$ cat src/rtl/pipelined_sparse_ling_adder_pkg.sv
// Shared definitions for the pipelined sparse-2 Ling adder.
//   PIPE_STAGES : number of register stages between operand accept and result
//   add_mode_e  : operation select (binary 2^N add or end-around 2^N-1 add)
//   width_ok()  : legality check for the operand width parameter
package pipelined_sparse_ling_adder_pkg;

  localparam int unsigned PIPE_STAGES = 32'd3;

  typedef enum logic {
    MODE_BIN = 1'b0,   // modulo 2^N with carry-in / carry-out
    MODE_MOD = 1'b1    // modulo 2^N-1, end-around carry
  } add_mode_e;

  // Operands are paired two bits at a time, so the width must be even.
  function automatic logic width_ok(input int unsigned n);
    return (n >= 32'd4) && (n <= 32'd64) && ((n % 32'd2) == 32'd0);
  endfunction

endpackage

$ cat src/rtl/pipelined_sparse_ling_adder_sparse_prefix_net.sv
// Kogge-Stone style prefix network over Ling pair terms.
//   i_h      : per-pair Ling pseudo-generate
//   i_t      : per-pair Ling transmit (propagate shifted down one bit)
//   i_cyclic : 1 = indices wrap modulo M (end-around), 0 = linear prefix
//   o_h      : per-pair group pseudo-carry H (pair j down to pair 0, or all M
//              pairs ending at j when cyclic)
// Purely combinational.
module sparse_prefix_net #(
  parameter int unsigned M = 4
) (
  input  logic [M-1:0] i_h,
  input  logic [M-1:0] i_t,
  input  logic         i_cyclic,
  output logic [M-1:0] o_h
);

  localparam int unsigned L = (M > 32'd1) ? $clog2(M) : 32'd1;

  // Level k holds spans of 2^k pairs; transmit of the last level is never needed.
  wire [L:0][M-1:0]   w_h;
  wire [L-1:0][M-1:0] w_t;

  assign w_h[0] = i_h;
  assign w_t[0] = i_t;

  for (genvar lv = 0; lv < L; lv++) begin : g_lvl
    localparam int D = 1 << lv;
    for (genvar j = 0; j < M; j++) begin : g_node
      if (j >= D) begin : g_lin
        assign w_h[lv+1][j] = w_h[lv][j] | (w_t[lv][j] & w_h[lv][j-D]);
        if (lv + 1 < L) begin : g_t
          assign w_t[lv+1][j] = w_t[lv][j] & w_t[lv][j-D];
        end
      end else begin : g_wrap
        // Only the cyclic prefix has a predecessor here (wrapping to the top).
        // Spans longer than M are harmless: the extra terms are absorbed.
        assign w_h[lv+1][j] = w_h[lv][j] | (i_cyclic & w_t[lv][j] & w_h[lv][j+M-D]);
        if (lv + 1 < L) begin : g_t
          assign w_t[lv+1][j] = w_t[lv][j] & (~i_cyclic | w_t[lv][j+M-D]);
        end
      end
    end
  end

  assign o_h = w_h[L];

endmodule

$ cat src/rtl/pipelined_sparse_ling_adder.sv
// Three-stage pipelined sparse-2 Ling adder with valid/ready handshake.
//   i_clk, i_rst_n            : clock, asynchronous active-low reset
//   i_in_valid / o_in_ready   : operand beat handshake
//   i_a, i_b, i_cin, i_mode   : operands, carry-in (mode 0 only), mode select
//   o_out_valid / i_out_ready : result beat handshake
//   o_sum, o_cout             : result and carry-out (0 in mode 1)
// S1 registers bitwise g/p/x, S2 registers the carry into every even bit,
// S3 registers the final sum.
module pipelined_sparse_ling_adder
  import pipelined_sparse_ling_adder_pkg::*;
#(
  parameter int unsigned N         = 8,
  parameter bit          NORM_ZERO = 1'b1
) (
  input  logic         i_clk,
  input  logic         i_rst_n,
  input  logic         i_in_valid,
  output logic         o_in_ready,
  input  logic [N-1:0] i_a,
  input  logic [N-1:0] i_b,
  input  logic         i_cin,
  input  logic         i_mode,
  output logic         o_out_valid,
  input  logic         i_out_ready,
  output logic [N-1:0] o_sum,
  output logic         o_cout
);

  localparam int unsigned M = N / 2;

  if (!width_ok(N)) begin : g_bad_width
    $error("pipelined_sparse_ling_adder: N must be even and within 4..64");
  end

  // Stage registers
  logic         r_s1_valid;
  logic [N-1:0] r_s1_g, r_s1_p, r_s1_x;
  logic         r_s1_cin;
  add_mode_e    r_s1_mode;

  logic         r_s2_valid;
  logic [M-1:0] r_s2_c;      // carry into bit 2j
  logic [M-1:0] r_s2_ge;     // g at even bits
  logic [M-1:0] r_s2_pe;     // p at even bits
  logic         r_s2_gtop, r_s2_ptop;
  logic [N-1:0] r_s2_x;
  add_mode_e    r_s2_mode;

  logic         r_s3_valid;
  logic [N-1:0] r_s3_sum;
  logic         r_s3_cout;

  // Handshake: a stage may load when it is empty or its content moves on.
  wire w_s3_free = ~r_s3_valid | i_out_ready;
  wire w_s2_free = ~r_s2_valid | w_s3_free;
  wire w_s1_free = ~r_s1_valid | w_s2_free;

  assign o_in_ready  = w_s1_free;
  assign o_out_valid = r_s3_valid;
  assign o_sum       = r_s3_sum;
  assign o_cout      = r_s3_cout;

  // ---------------- S2 combinational: Ling pair terms and prefix ----------
  wire          w_s1_mod = (r_s1_mode == MODE_MOD);
  wire [M-1:0]  w_pair_h, w_pair_t, w_pref_h, w_grp_c, w_s1_ge, w_s1_pe;

  for (genvar j = 0; j < M; j++) begin : g_pair
    assign w_s1_ge[j] = r_s1_g[2*j];
    assign w_s1_pe[j] = r_s1_p[2*j];
    if (j == 0) begin : g_lsb
      // Mode 0 folds cin into the lowest pseudo-generate; mode 1 borrows the
      // transmit bit from the top of the word instead (end-around).
      assign w_pair_h[0] = r_s1_g[1] | r_s1_g[0] | (~w_s1_mod & r_s1_p[0] & r_s1_cin);
      assign w_pair_t[0] = r_s1_p[0] & (~w_s1_mod | r_s1_p[N-1]);
      assign w_grp_c[0]  = w_s1_mod ? (r_s1_p[N-1] & w_pref_h[M-1]) : r_s1_cin;
    end else begin : g_upper
      // Ling: H = g1|g0, and the real carry is recovered as p(prev bit) & H.
      assign w_pair_h[j] = r_s1_g[2*j+1] | r_s1_g[2*j];
      assign w_pair_t[j] = r_s1_p[2*j] & r_s1_p[2*j-1];
      assign w_grp_c[j]  = r_s1_p[2*j-1] & w_pref_h[j-1];
    end
  end

  sparse_prefix_net #(.M(M)) u_prefix (
    .i_h      (w_pair_h),
    .i_t      (w_pair_t),
    .i_cyclic (w_s1_mod),
    .o_h      (w_pref_h)
  );

  // ---------------- S3 combinational: pair sums ---------------------------
  wire [M-1:0] w_s3_c_hi;    // carry into bit 2j+1
  wire [N-1:0] w_s3_sum;

  for (genvar j = 0; j < M; j++) begin : g_sum
    assign w_s3_c_hi[j]      = r_s2_ge[j] | (r_s2_pe[j] & r_s2_c[j]);
    assign w_s3_sum[2*j]     = r_s2_x[2*j] ^ r_s2_c[j];
    assign w_s3_sum[2*j+1]   = r_s2_x[2*j+1] ^ w_s3_c_hi[j];
  end

  wire w_s3_co = r_s2_gtop | (r_s2_ptop & w_s3_c_hi[M-1]);

  logic [N-1:0] w_s3_res;
  logic         w_s3_cout;

  // Final result select: negative-zero normalisation and mode-0-only carry-out.
  always_comb begin
    w_s3_res  = w_s3_sum;
    w_s3_cout = 1'b0;
    if ((r_s2_mode == MODE_MOD) && NORM_ZERO && (&w_s3_sum)) begin
      w_s3_res = '0;
    end else begin
      w_s3_res = w_s3_sum;
    end
    if (r_s2_mode == MODE_BIN) begin
      w_s3_cout = w_s3_co;
    end else begin
      w_s3_cout = 1'b0;
    end
  end

  // S1: capture bitwise generate / propagate / half-sum with mode and cin.
  always_ff @(posedge i_clk or negedge i_rst_n) begin
    if (!i_rst_n) begin
      r_s1_valid <= 1'b0;
      r_s1_g     <= '0;
      r_s1_p     <= '0;
      r_s1_x     <= '0;
      r_s1_cin   <= 1'b0;
      r_s1_mode  <= MODE_BIN;
    end else if (w_s1_free) begin
      r_s1_valid <= i_in_valid;
      if (i_in_valid) begin
        r_s1_g    <= i_a & i_b;
        r_s1_p    <= i_a | i_b;
        r_s1_x    <= i_a ^ i_b;
        r_s1_cin  <= i_cin;
        r_s1_mode <= add_mode_e'(i_mode);
      end
    end
  end

  // S2: capture carries at every even bit boundary plus what S3 still needs.
  always_ff @(posedge i_clk or negedge i_rst_n) begin
    if (!i_rst_n) begin
      r_s2_valid <= 1'b0;
      r_s2_c     <= '0;
      r_s2_ge    <= '0;
      r_s2_pe    <= '0;
      r_s2_gtop  <= 1'b0;
      r_s2_ptop  <= 1'b0;
      r_s2_x     <= '0;
      r_s2_mode  <= MODE_BIN;
    end else if (w_s2_free) begin
      r_s2_valid <= r_s1_valid;
      if (r_s1_valid) begin
        r_s2_c    <= w_grp_c;
        r_s2_ge   <= w_s1_ge;
        r_s2_pe   <= w_s1_pe;
        r_s2_gtop <= r_s1_g[N-1];
        r_s2_ptop <= r_s1_p[N-1];
        r_s2_x    <= r_s1_x;
        r_s2_mode <= r_s1_mode;
      end
    end
  end

  // S3: result register; holds steady while downstream stalls.
  always_ff @(posedge i_clk or negedge i_rst_n) begin
    if (!i_rst_n) begin
      r_s3_valid <= 1'b0;
      r_s3_sum   <= '0;
      r_s3_cout  <= 1'b0;
    end else if (w_s3_free) begin
      r_s3_valid <= r_s2_valid;
      if (r_s2_valid) begin
        r_s3_sum  <= w_s3_res;
        r_s3_cout <= w_s3_cout;
      end
    end
  end

endmodule

$ cat config.mk
export PLATFORM = sky130hd
export DESIGN_NAME = pipelined_sparse_ling_adder
export DESIGN_NICKNAME = d
export VERILOG_FILES = /design/src/rtl/pipelined_sparse_ling_adder_pkg.sv /design/src/rtl/pipelined_sparse_ling_adder_sparse_prefix_net.sv /design/src/rtl/pipelined_sparse_ling_adder.sv
export SDC_FILE = /design/constraint.sdc
export NUM_CORES = 1
export LEC_CHECK = 0
export CORE_ASPECT_RATIO = 2
export CORE_MARGIN = 4
export CORE_UTILIZATION = 52
export CTS_BUF_LIST = sky130_fd_sc_hd__clkbuf_8
export DETAILED_ROUTE_END_ITERATION = 16
export PLACE_DENSITY = 0.78
export SLEW_MARGIN = 20
export SYNTH_ARGS = -nofsm -noshare
export SYNTH_HDL_FRONTEND = slang
export SYNTH_HIERARCHICAL = 1
export SYNTH_SLANG_ARGS = --single-unit
$ cat constraint.sdc
create_clock -name i_clk -period 1.4 [get_ports i_clk]
set_input_delay 0.21 -clock i_clk [delete_from_list [all_inputs] [get_ports i_clk]]
set_output_delay 0.21 -clock i_clk [all_outputs]
set_load 0.1 [all_outputs]
Run 1, congestion heat map:
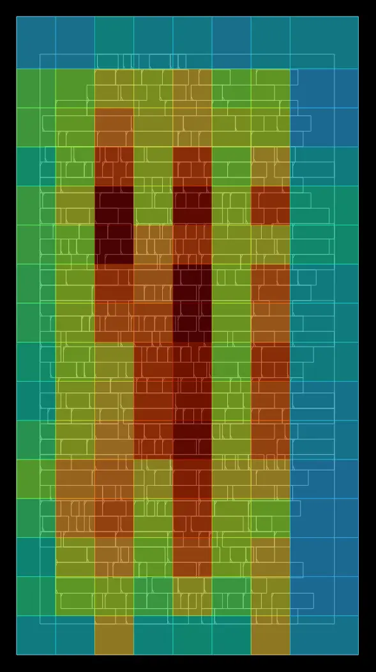
busiest grt layer: met2
core utilization of the finished layout: 77.5%
global-route usage over all layers: 18.0%
met3 usage in global routing: 4.45%

Run 1, cell classes on the final placement:
Scale bar: 20 µm.
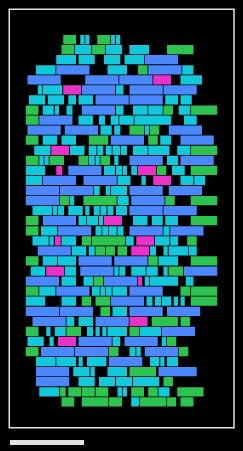
blue -> sequential cells  # cells 61
green -> remaining buffers and delay cells  # cells 71
cyan -> combinational and other logic  # cells 170
magenta -> clock drivers and dummy loads  # cells 14
flop share of the area: 37.7%
post-layout instance area: 4050 µm²

==> run notes, run 1 <==
Quick summary of the implementation run below.

The via count of the first global-routing pass came out at 2081. The final layout report lists a clock buffer count of 11. The core utilization at floorplan is 54.5%. Setup repair after global routing could not meet its margin everywhere. The number of combinational gates with multiple inputs is 151.

The vertical die dimension came out at 113 µm. The number of max-cap violations is 0. The met2 layer wire length in the routed design is 3380 µm. Broken down by cell family, the worst path's largest delay share belongs to AND-OR/OR-AND gates. The number of synthesized register bits came out at 61. The last weighted congestion value of the routability-driven placer is 0.771.

The pin count of the biggest net entering global routing is 33. The part of the power in registers came out at 35.8%. The post-synthesis share of cell area spent on and, or, nand and nor gates is 8.21%. The nature of the critical path startpoint is a flop. The violation count after the first detailed-route iteration came out at 59. The first-pass iteration count of the detailed router is 4. The clock edge transition at the registers on the reported setup and hold paths is 0.06 ns.

Clock tree synthesis inserted a total of 9 buffers. Once routing completed, OpenROAD measured the worst setup slack at -0.147 ns. The run finished, with violations left. Setup violations remaining at the end of the flow were counted as 28. The final tally of hold violations is 0. The number of nets in the synthesized netlist came out at 276. The total number of clock tree sinks is 61. The ratio of cells with drive above 1 in the final layout came out at 40.8%. The largest fanout of any net on the critical path came out at 5. STA classifies the critical path endpoint as a flop. The highest routed metal layer is met4. Sequential cells placed in the final layout were counted as 61. The H-tree was split into 3 levels. The CTS tree is built. The cell-mix breakdown from Yosys lists the adder-cell area share as 7.02%.

Counting tap cells, the placed design contains a total of 351 instances. The share of the Yosys chip area taken by registers is 53.5%. The script logs the ratio of routed vias to standard cells as 5.58.

The final number of max-transition violations came out at 0. Across all stage logs, warnings added up to 37. Per the layout area report, the combinational fraction of cell area is 34.4%.

The count of non-CTS buffers in the layout came out at 71. The worst relative slew slack is 79.9%. The post-route worst hold slack came out at 0.263 ns. CTS placed an instance of sky130_fd_sc_hd__clkbuf_8 at the clock tree root. The cell resize tally after clock tree synthesis came out at 21. On the critical path, the stage with the largest delay is an instance of sky130_fd_sc_hd__dfrtp_1. The net switching power of the design came out at 2840 µW. TritonRoute reported its final design rule violation total as 0.

The class occupying the most area after layout is reported as registers. The final reports fail on setup timing.
Run 1, routed clock nets over the placement:
Scale bar: 20 µm.
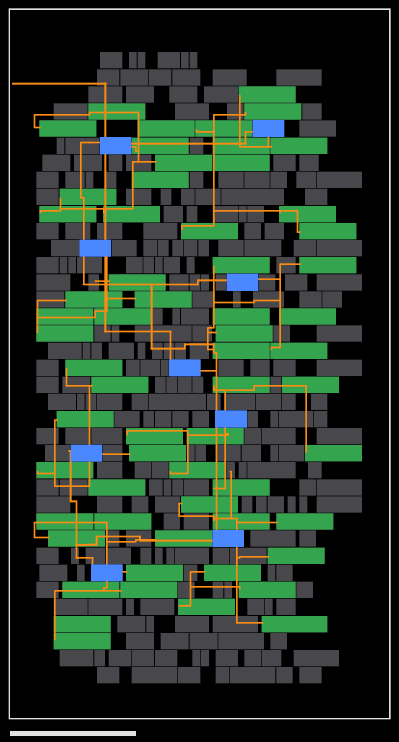
green -> flip-flops  # count 61
orange -> clock wires  # length 716 µm
blue -> clock drivers  # count 9
flops lie = widely spread
worst skew pair latency: 0.33 ns
power in the clock group: 1320 µW
Clock Skew: 0.00843 ns
clock share of power: 18.2%

Run 1, wire density map:
Scale bar: 20 µm. 12 x 23 tiles, from dark blue (low) to red (high), scaled to the fullest tile. Values are wire area over tile area, all layers added.
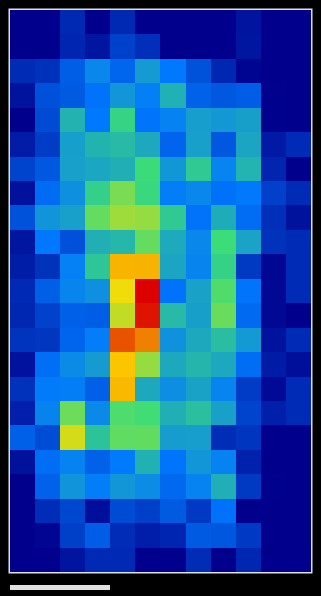
emptiest ninth of the die = bottom right
densest ninth of the die = middle
tiles over half the peak = 9.1%
fullest tile = 0.64
mean over tiles = 0.14
nearly empty tiles = 19%
total routed wirelength: 6120 µm
routed wirelength normalized by instance count: 16.4 µm

-- run 1: power groups by stage --
stage	clock (µW)	sequential (µW)	combinational, µW
floorplan	0	3370	938
global placement	0	2550	2910
detailed placement	0	2580	2950
CTS	1360	2560	3100
global route	1420	2640	3510
finish	1320	2580	3330
-- run 1: worst paths after layout --
path | start | to | slack [ns] | cells past startpoint
worst max-delay path | r_s1_g[4] | r_s2_c[0] | -0.15 | 5
worst min-delay path | i_rst_n | r_s2_pe[0] | 0.26 | 2
worst max register to register | r_s1_g[4] | r_s2_c[0] | -0.15 | 5
worst min register to register | r_s2_mode | o_cout | 0.49 | 1
max in group asynchronous | i_rst_n | r_s2_pe[1] | 0.58 | 3
min in group i_clk | r_s2_mode | o_cout | 0.49 | 1
-- run 1: cell usage after synthesis --
cell,n,share of area (%)
sky130_fd_sc_hd__nor2b_1,1,0.22
sky130_fd_sc_hd__nor3_1,2,0.35
sky130_fd_sc_hd__nand4_1,1,0.22
sky130_fd_sc_hd__or2_2,3,0.66
sky130_fd_sc_hd__a211oi_2,1,0.44
sky130_fd_sc_hd__dfrtp_1,61,54
sky130_fd_sc_hd__clkbuf_1,2,0.26
sky130_fd_sc_hd__nand3_1,4,0.70
sky130_fd_sc_hd__mux2i_1,6,2.1
sky130_fd_sc_hd__a31oi_1,2,0.44
sky130_fd_sc_hd__mux2_2,36,14
sky130_fd_sc_hd__o21ai_1,3,0.53
sky130_fd_sc_hd__o21ai_0,13,2.3
sky130_fd_sc_hd__xor2_1,6,1.8
sky130_fd_sc_hd__a21boi_0,1,0.26
sky130_fd_sc_hd__nor2_1,3,0.39
sky130_fd_sc_hd__inv_1,19,2.5
sky130_fd_sc_hd__nand4b_1,1,0.31
sky130_fd_sc_hd__xnor2_1,2,0.61
sky130_fd_sc_hd__nor4_4,1,0.75
sky130_fd_sc_hd__ha_1,16,7.0
sky130_fd_sc_hd__nand2b_1,2,0.44
sky130_fd_sc_hd__o21bai_1,1,0.26
sky130_fd_sc_hd__buf_6,1,0.39
sky130_fd_sc_hd__nand2_2,1,0.22
sky130_fd_sc_hd__nand2_1,20,2.6
sky130_fd_sc_hd__a211o_1,1,0.31
sky130_fd_sc_hd__o21ai_4,1,0.57
sky130_fd_sc_hd__buf_4,2,0.53
sky130_fd_sc_hd__buf_2,2,0.35
sky130_fd_sc_hd__a21oi_1,14,2.5
sky130_fd_sc_hd__o31ai_1,1,0.26
sky130_fd_sc_hd__a2bb2oi_1,2,0.61
sky130_fd_sc_hd__and2_1,6,1.3
-- run 1: cells in the final DEF (no fill, tap or decap), types with 7 or more instances in the layout --
cell                              count
sky130_fd_sc_hd__a21oi_1              7
sky130_fd_sc_hd__buf_12              14
sky130_fd_sc_hd__buf_4               27
sky130_fd_sc_hd__clkbuf_8            11
sky130_fd_sc_hd__clkdlybuf4s50_1     20
sky130_fd_sc_hd__dfrtp_1             60
sky130_fd_sc_hd__ha_1                16
sky130_fd_sc_hd__inv_1               20
sky130_fd_sc_hd__mux2_2              21
sky130_fd_sc_hd__mux2_4              15
sky130_fd_sc_hd__nand2_1             15
sky130_fd_sc_hd__o21ai_1             10
==> run 1 -> run 2 <==
--- a/config.mk
+++ b/config.mk
@@ -5,12 +5,12 @@
 export SDC_FILE = /design/constraint.sdc
 export NUM_CORES = 1
 export LEC_CHECK = 0
-export CORE_ASPECT_RATIO = 2
+export ABC_AREA = 1
 export CORE_MARGIN = 4
 export CORE_UTILIZATION = 52
 export CTS_BUF_LIST = sky130_fd_sc_hd__clkbuf_8
 export DETAILED_ROUTE_END_ITERATION = 16
-export PLACE_DENSITY = 0.78
+export PLACE_DENSITY = 0.77
 export SLEW_MARGIN = 20
 export SYNTH_ARGS = -nofsm -noshare
 export SYNTH_HDL_FRONTEND = slang
Run 2, congestion heat map:
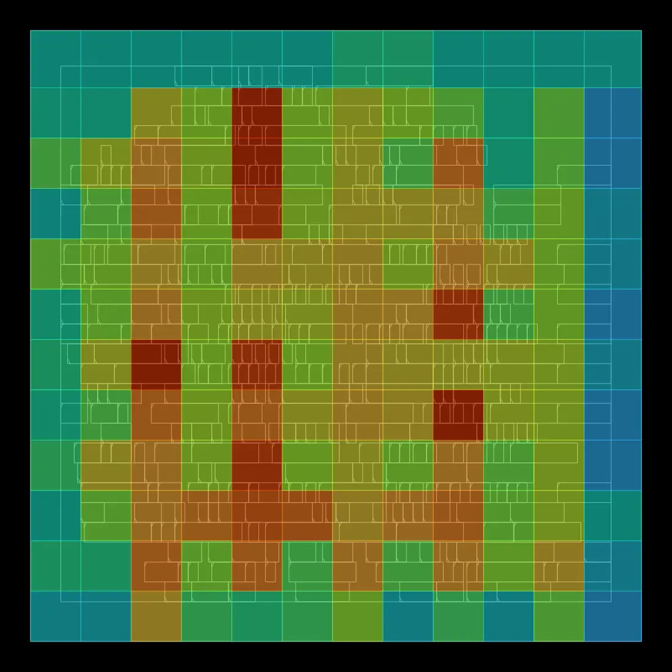
global-route usage over all layers: 17.8%
met3 usage in global routing: 5.13%

Run 2, cell classes on the final placement:
Scale bar: 20 µm.
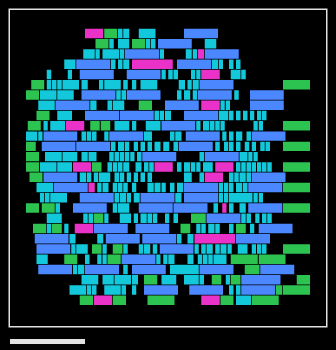
magenta -> clock drivers and dummy loads  # cells 16
green -> remaining buffers and delay cells  # cells 48
blue -> sequential cells  # cells 61
cyan -> combinational and other logic  # cells 277
post-layout instance area: 3840 µm²
# rows: 27

==> run notes, run 2 <==
Quick summary of the implementation run below.

The flow ran to the end, and the final reports show no timing, DRC or antenna violations. For reference, the top cells by area after synthesis are sky130_fd_sc_hd__dfrtp_1 (51%), sky130_fd_sc_hd__nand2_1 (14%), sky130_fd_sc_hd__inv_1 (6.9%). In the synthesized netlist, the cells that appear most often are sky130_fd_sc_hd__nand2_1 (111), sky130_fd_sc_hd__dfrtp_1 (61), sky130_fd_sc_hd__inv_1 (55). The total number of vias came out at 2295. The logs give a warning total of 36.

The placed instance count is 456. The number of max-cap violations is 0. The post-synthesis share of cell area spent on and, or, nand and nor gates is 21.2%. Entering global routing, the biggest net connects 51 pins. The number of buffers created by CTS came out at 9.

The ratio of cells with drive above 1 in the final layout came out at 17.7%. The number of setup violations in the final report is 0. The script logs the ratio of routed vias to standard cells as 4.84. The worst path setup slack after routing came out at 0.0526 ns. TritonCTS built the clock tree. The largest fanout of any net on the critical path came out at 3. The number of nets in the synthesized netlist is 385.

The vertical die dimension is 83.7 µm. The routed wire length per instance came out at 11.7 µm. The violation count after the first detailed-route iteration came out at 142. The total DRC errors in the routed layout came out at 0. By instance count, the leading cell after synthesis is sky130_fd_sc_hd__nand2_1. Leaving out fill and tap cells, the most frequent cell in the layout is sky130_fd_sc_hd__nand2_1. The pre-antenna-repair detailed-routing pass consisted of 4 iterations. STA classifies the critical path endpoint as an output pin. The core utilization at floorplan came out at 53.8%. The number of H-tree branching levels is 3. The via count of the first global-routing pass was 2316. The last weighted congestion value of the routability-driven placer came out at 0.858. The largest clock skew in the final design is 0.00590 ns. The top cell types in the final layout, fill and taps aside, are sky130_fd_sc_hd__nand2_1 (111), sky130_fd_sc_hd__dfrtp_1 (60), sky130_fd_sc_hd__inv_1 (56).

The leading area contributor after synthesis is sky130_fd_sc_hd__dfrtp_1. The tally of buffers added on design ports came out at 32. The top cell type by area accounts for 51.2% of the synthesized area.

The synthesis report names the predominant flop master as sky130_fd_sc_hd__dfrtp_1. The final hold violation count recorded for this run is 0. The root buffer cell is sky130_fd_sc_hd__clkbuf_8. The total number of clock tree sinks is 61. Setup repair after global routing could not meet its margin everywhere. The number of synthesized register bits came out at 61.
## run 2: cell types whose count changed in the layout (fill, tap and decap cells not counted), moves of 14 or more
cell / change
sky130_fd_sc_hd__mux2_4: -15
sky130_fd_sc_hd__nand2_1: +96
sky130_fd_sc_hd__o21ai_0: +17
sky130_fd_sc_hd__buf_4: -15
sky130_fd_sc_hd__nor2_1: +16
sky130_fd_sc_hd__inv_1: +36
sky130_fd_sc_hd__mux2_2: -14
## run 2: repair_timing
item	CTS	global route
setup endpoints to repair	1	28
hold buffers	1	0
endpoints found under the hold margin	11	0
pin swaps	0	1
gates resized	0	12
buffers inserted	2	0
## run 2: final cells by class
class | count | area, µm²
Fill cell | 413 | 1700
Tap cell | 72 | 90.1
Multi-Input combinational cell | 221 | 1220
Sequential cell | 61 | 1530
Clock inverter | 5 | 73.8
Clock buffer | 11 | 151
Timing Repair Buffer | 48 | 568
Inverter | 56 | 213
## run 2: cells by family (layout without fill, tap and decap cells)
| kind of cell | count (synthesis) | after routing |
|---|---|---|
| AOI/OAI and AO/OA | 46 | 46 |
| xor gates and xnor gates | 1 | 1 |
| adders and majority gates | 16 | 16 |
| buffers and inverters | 65 | 120 |
| DFF | 61 | 61 |
| muxes | 7 | 7 |
| and+or+nand+nor | 151 | 151 |
## run 2: final timing paths
kind | from | endpoint | slack, ns | cells after the start
max in group asynchronous | i_rst_n | r_s2_x[0] | 0.57 | 3
min in group i_clk | i_mode | r_s1_mode | 0.46 | 3
worst min register to register | r_s2_pe[1] | r_s2_pe[1] | 0.48 | 2
worst min-delay path | i_rst_n | o_sum[7] | 0.29 | 2
worst max register to register | r_s1_g[4] | r_s2_c[0] | 0.08 | 9
worst max-delay path | r_s1_valid | o_in_ready | 0.05 | 2
## run 2: critical path, stage by stage, from the launching register on
cell and delay (ns):
sky130_fd_sc_hd__dfrtp_1 0.43, sky130_fd_sc_hd__nand4_4 0.16, sky130_fd_sc_hd__buf_12 0.20
## run 2: routing by layer
layer	vias to the layer above	GRT usage (%)	routed length (µm)
li1	1173	-	-
met1	1057	21.5	2540
met2	49	29.0	2550
met4	0	9.06	163
met5	-	0	0
met3	16	5.13	270
## run 2: per-stage QoR
step | TNS [ns] | power [µW] | hold WS [ns] | util, %
finish | 0 | 7720 | 0.288 | 69.4
detailed placement | -3.54 | 5900 | 0.106 | 64.3
global placement | -2.42 | 5810 | 0.103 | 64.3
global route | -0.0930 | 8230 | 0.294 | 69.4
CTS | 0 | 7710 | 0.278 | 68.6
floorplan | -10.27 | 4780 | -0.0856 | -
## run 2: power breakdown
group	switching [µW]	total (µW)	internal (µW)
clock network	659	1750	1090
registers	396	2690	2290
logic	2080	3280	1210
total	3130	7720	4590
Power and IR drop assume default switching activity.
